--- src/rtl/lfm_chirp_ctrl.sv ---
// lfm_chirp_ctrl: sequences linear-FM chirps onto the DDS phase-increment
// configuration channel. Each chirp is a PINC ramp (start, signed step,
// fixed length); chirps repeat with a programmable idle gap, either a fixed
// number of times or continuously.
module lfm_chirp_ctrl #(
    parameter int PINC_W = 32,
    parameter int LEN_W  = 16,
    parameter int CNT_W  = 16
) (
    input  logic              clk,
    input  logic              reset,
    input  logic              start,
    input  logic              abort,
    input  logic [PINC_W-1:0] cfg_start_pinc,
    input  logic [PINC_W-1:0] cfg_step_pinc,
    input  logic [LEN_W-1:0]  cfg_chirp_len,
    input  logic [LEN_W-1:0]  cfg_gap_len,
    input  logic [CNT_W-1:0]  cfg_num_chirps,
    output logic              pinc_valid,
    input  logic              pinc_ready,
    output logic [PINC_W-1:0] pinc_data,
    output logic              chirp_first,
    output logic              chirp_last,
    output logic              busy,
    output logic              done,
    output logic [CNT_W-1:0]  chirp_count
);

    typedef enum logic [1:0] {
        S_IDLE  = 2'd0,
        S_CHIRP = 2'd1,
        S_GAP   = 2'd2,
        S_DONE  = 2'd3
    } state_t;

    state_t r_state;
    state_t w_state_nxt;

    // Configuration captured when a sequence is accepted
    logic        [PINC_W-1:0] r_start_pinc;
    logic signed [PINC_W-1:0] r_step_pinc;
    logic        [LEN_W-1:0]  r_len;
    logic        [LEN_W-1:0]  r_gap_len;
    logic        [CNT_W-1:0]  r_num;

    // Running datapath state
    logic [PINC_W-1:0] r_pinc;
    logic [LEN_W-1:0]  r_smp;
    logic [LEN_W-1:0]  r_gap_cnt;
    logic [CNT_W-1:0]  r_chirp_cnt;

    logic [PINC_W-1:0] w_pinc_nxt;
    logic [LEN_W-1:0]  w_smp_nxt;
    logic [LEN_W-1:0]  w_gap_cnt_nxt;
    logic [CNT_W-1:0]  w_chirp_cnt_nxt;
    logic              w_load_cfg;

    logic [PINC_W-1:0] w_pinc_step;
    logic [CNT_W-1:0]  w_chirp_inc;
    logic              w_first;
    logic              w_last;

    // Step is two's complement; the sum wraps modulo 2^PINC_W by design
    assign w_pinc_step = PINC_W'($signed(r_pinc) + r_step_pinc);
    assign w_chirp_inc = r_chirp_cnt + CNT_W'(1);
    assign w_first     = (r_smp == '0);
    assign w_last      = (r_smp == (r_len - LEN_W'(1)));

    // State register
    always_ff @(posedge clk or negedge reset) begin
        if (!reset) begin
            r_state <= S_IDLE;
        end else begin
            r_state <= w_state_nxt;
        end
    end

    // Next-state, datapath next values and Moore outputs
    always_comb begin
        w_state_nxt     = r_state;
        w_pinc_nxt      = r_pinc;
        w_smp_nxt       = r_smp;
        w_gap_cnt_nxt   = r_gap_cnt;
        w_chirp_cnt_nxt = r_chirp_cnt;
        w_load_cfg      = 1'b0;
        pinc_valid      = 1'b0;
        chirp_first     = 1'b0;
        chirp_last      = 1'b0;
        busy            = 1'b0;
        done            = 1'b0;

        case (r_state)
            S_CHIRP: begin
                pinc_valid  = 1'b1;
                busy        = 1'b1;
                chirp_first = w_first;
                chirp_last  = w_last;
            end
            S_GAP:   busy = 1'b1;
            S_DONE:  done = 1'b1;
            default: ;
        endcase

        // Abort overrides every transition; a word accepted in this cycle is dropped
        if (abort) begin
            w_state_nxt = S_IDLE;
        end else begin
            case (r_state)
                S_IDLE: begin
                    if (start && (cfg_chirp_len != '0)) begin
                        w_load_cfg      = 1'b1;
                        w_chirp_cnt_nxt = '0;
                        w_pinc_nxt      = cfg_start_pinc;
                        w_smp_nxt       = '0;
                        w_gap_cnt_nxt   = '0;
                        w_state_nxt     = S_CHIRP;
                    end
                end
                S_CHIRP: begin
                    if (pinc_ready) begin
                        w_pinc_nxt = w_pinc_step;
                        w_smp_nxt  = r_smp + LEN_W'(1);
                        if (w_last) begin
                            w_chirp_cnt_nxt = w_chirp_inc;
                            w_smp_nxt       = '0;
                            if ((r_num != '0) && (w_chirp_inc == r_num)) begin
                                w_state_nxt = S_DONE;
                            end else begin
                                // Next chirp restarts the ramp; with no gap it follows without a bubble
                                w_pinc_nxt = r_start_pinc;
                                if (r_gap_len != '0) begin
                                    w_gap_cnt_nxt = '0;
                                    w_state_nxt   = S_GAP;
                                end
                            end
                        end
                    end
                end
                S_GAP: begin
                    if (r_gap_cnt == (r_gap_len - LEN_W'(1))) begin
                        w_gap_cnt_nxt = '0;
                        w_state_nxt   = S_CHIRP;
                    end else begin
                        w_gap_cnt_nxt = r_gap_cnt + LEN_W'(1);
                    end
                end
                S_DONE:  w_state_nxt = S_IDLE;
                default: w_state_nxt = S_IDLE;
            endcase
        end
    end

    // Datapath and configuration registers
    always_ff @(posedge clk or negedge reset) begin
        if (!reset) begin
            r_start_pinc <= '0;
            r_step_pinc  <= '0;
            r_len        <= '0;
            r_gap_len    <= '0;
            r_num        <= '0;
            r_pinc       <= '0;
            r_smp        <= '0;
            r_gap_cnt    <= '0;
            r_chirp_cnt  <= '0;
        end else begin
            if (w_load_cfg) begin
                r_start_pinc <= cfg_start_pinc;
                r_step_pinc  <= $signed(cfg_step_pinc);
                r_len        <= cfg_chirp_len;
                r_gap_len    <= cfg_gap_len;
                r_num        <= cfg_num_chirps;
            end
            r_pinc      <= w_pinc_nxt;
            r_smp       <= w_smp_nxt;
            r_gap_cnt   <= w_gap_cnt_nxt;
            r_chirp_cnt <= w_chirp_cnt_nxt;
        end
    end

    assign pinc_data   = r_pinc;
    assign chirp_count = r_chirp_cnt;

endmodule

--- config.mk ---
export PLATFORM = sky130hd
export DESIGN_NAME = lfm_chirp_ctrl
export DESIGN_NICKNAME = d
export VERILOG_FILES = /design/src/rtl/lfm_chirp_ctrl.sv
export SDC_FILE = /design/constraint.sdc
export NUM_CORES = 1
export LEC_CHECK = 0
export CORE_UTILIZATION = 40
export CTS_CLUSTER_DIAMETER = 80
export DETAILED_ROUTE_END_ITERATION = 16
export PLACE_DENSITY = 0.73
export SYNTH_ARGS = -nofsm -noshare
export SYNTH_HDL_FRONTEND = slang
export SYNTH_SLANG_ARGS = --single-unit
export TNS_END_PERCENT = 10
--- constraint.sdc ---
create_clock -name clk -period 6.48 [get_ports clk]
set_input_delay 0.648 -clock clk [delete_from_list [all_inputs] [get_ports clk]]
set_output_delay 0.648 -clock clk [all_outputs]
set_load 0.1 [all_outputs]
Clock wires, drivers and flops:
Drawn at 3 px/um.
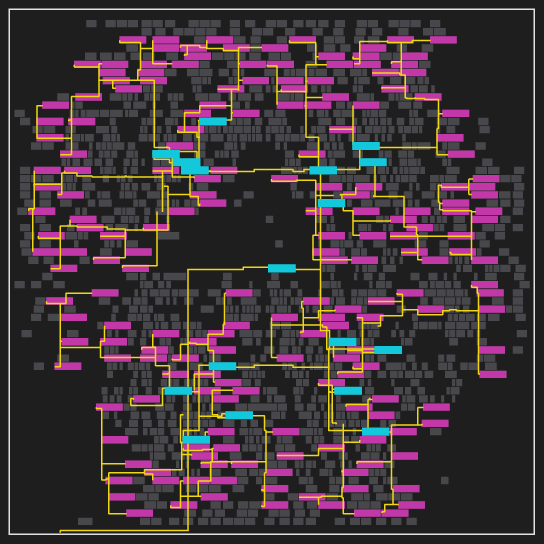
[clock wires] yellow | length: 2510 um
[clock drivers] cyan | count: 17
[flip-flops] magenta | count: 194
flops lie: widely spread
clock power share: 0.137
clock group power: 0.00104 W
skew final: 0.0139 ns
clk latency late pin: 0.44 ns

Local utilization:
Drawn at 1.5 px/um. 17 x 17 tiles, from black (low) to pale yellow (high), 0 to 100% covered.
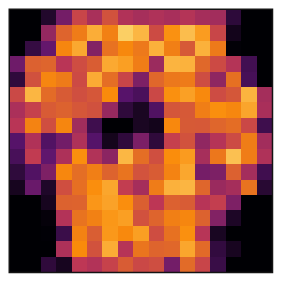
fullest tile: 90%
tiles over 75% full: 14%
mean over tiles: 46%
nearly empty tiles: 14%
Pre-Place Util: 0.410
area of the core: 29000 um^2
core occupancy in the finished layout: 0.499

==> results.sh <==
# physical design summary
export IMPL_cts_resized=0
export IMPL_final_nets=1538
export IMPL_final_common_cell="dfrtp_1"
export IMPL_mux_share=0.110
export IMPL_chipWidth_um=175
export IMPL_ys_flop_type="dfrtp_1"
export IMPL_postCtsSetupBuffers=0
export IMPL_whs_ns=0.268
export IMPL_dr_wl_met2_um=15400
export IMPL_n_clock_buffer=17
export IMPL_ys_area_um2=11900
export IMPL_relSlewSlack=0.291
export IMPL_clock_fmax_mhz=202
export IMPL_detailedPlace_worstSlack_ns=1.99
export IMPL_nMultiInputCombCells=962
export IMPL_critPathCapture="chirp_last"
export IMPL_yosys_stat_seqShare=0.408
export IMPL_worstPathCellList="inv_1 > ha_1 > or4b_1 > nor2_1 > mux2i_1 > o21ai_0 > nor4_1 > nand2_1 > nor2_1 > clkdlybuf4s50_1"
export IMPL_setup_tns_ns=0
export IMPL_dp_cells=1744
export IMPL_common_cells="194 x dfrtp_1, 106 x mux2_2, 100 x o21ai_0"
export IMPL_nonClkBufAreaFrac=0.123
export IMPL_cp_arrival_ns=4.31
export IMPL_antennaDiodeCount=1
export IMPL_finalMaxSlewViolations=0
export IMPL_seq_area_frac=0.335
export IMPL_post_synth_top_count_cell="dfrtp_1"
export IMPL_async_flop_share=1.00
export IMPL_startpoint="r_len[0]"
export IMPL_status="completed"
export IMPL_worst_pin_slew_ns=1.06
export IMPL_boundaryPins=170
export IMPL_grtUsageMet2=0.353
export IMPL_cp_start_kind="register"
export IMPL_cts_tree="yes"
export IMPL_p_leak_nw=5.90
export IMPL_worst_path_stages=10
export IMPL_final_area_um2=14500
export IMPL_route_met3_wl_um=1270
export IMPL_edf_count=0
export IMPL_numCtsBuffers=17
export IMPL_gr_usage_all_layers=0.212
export IMPL_syn_nets=1394
export IMPL_p_switching_w=0.00364
export IMPL_r2r_cells=13
Power figures rest on the tool's default switching activity, not on a simulated workload.
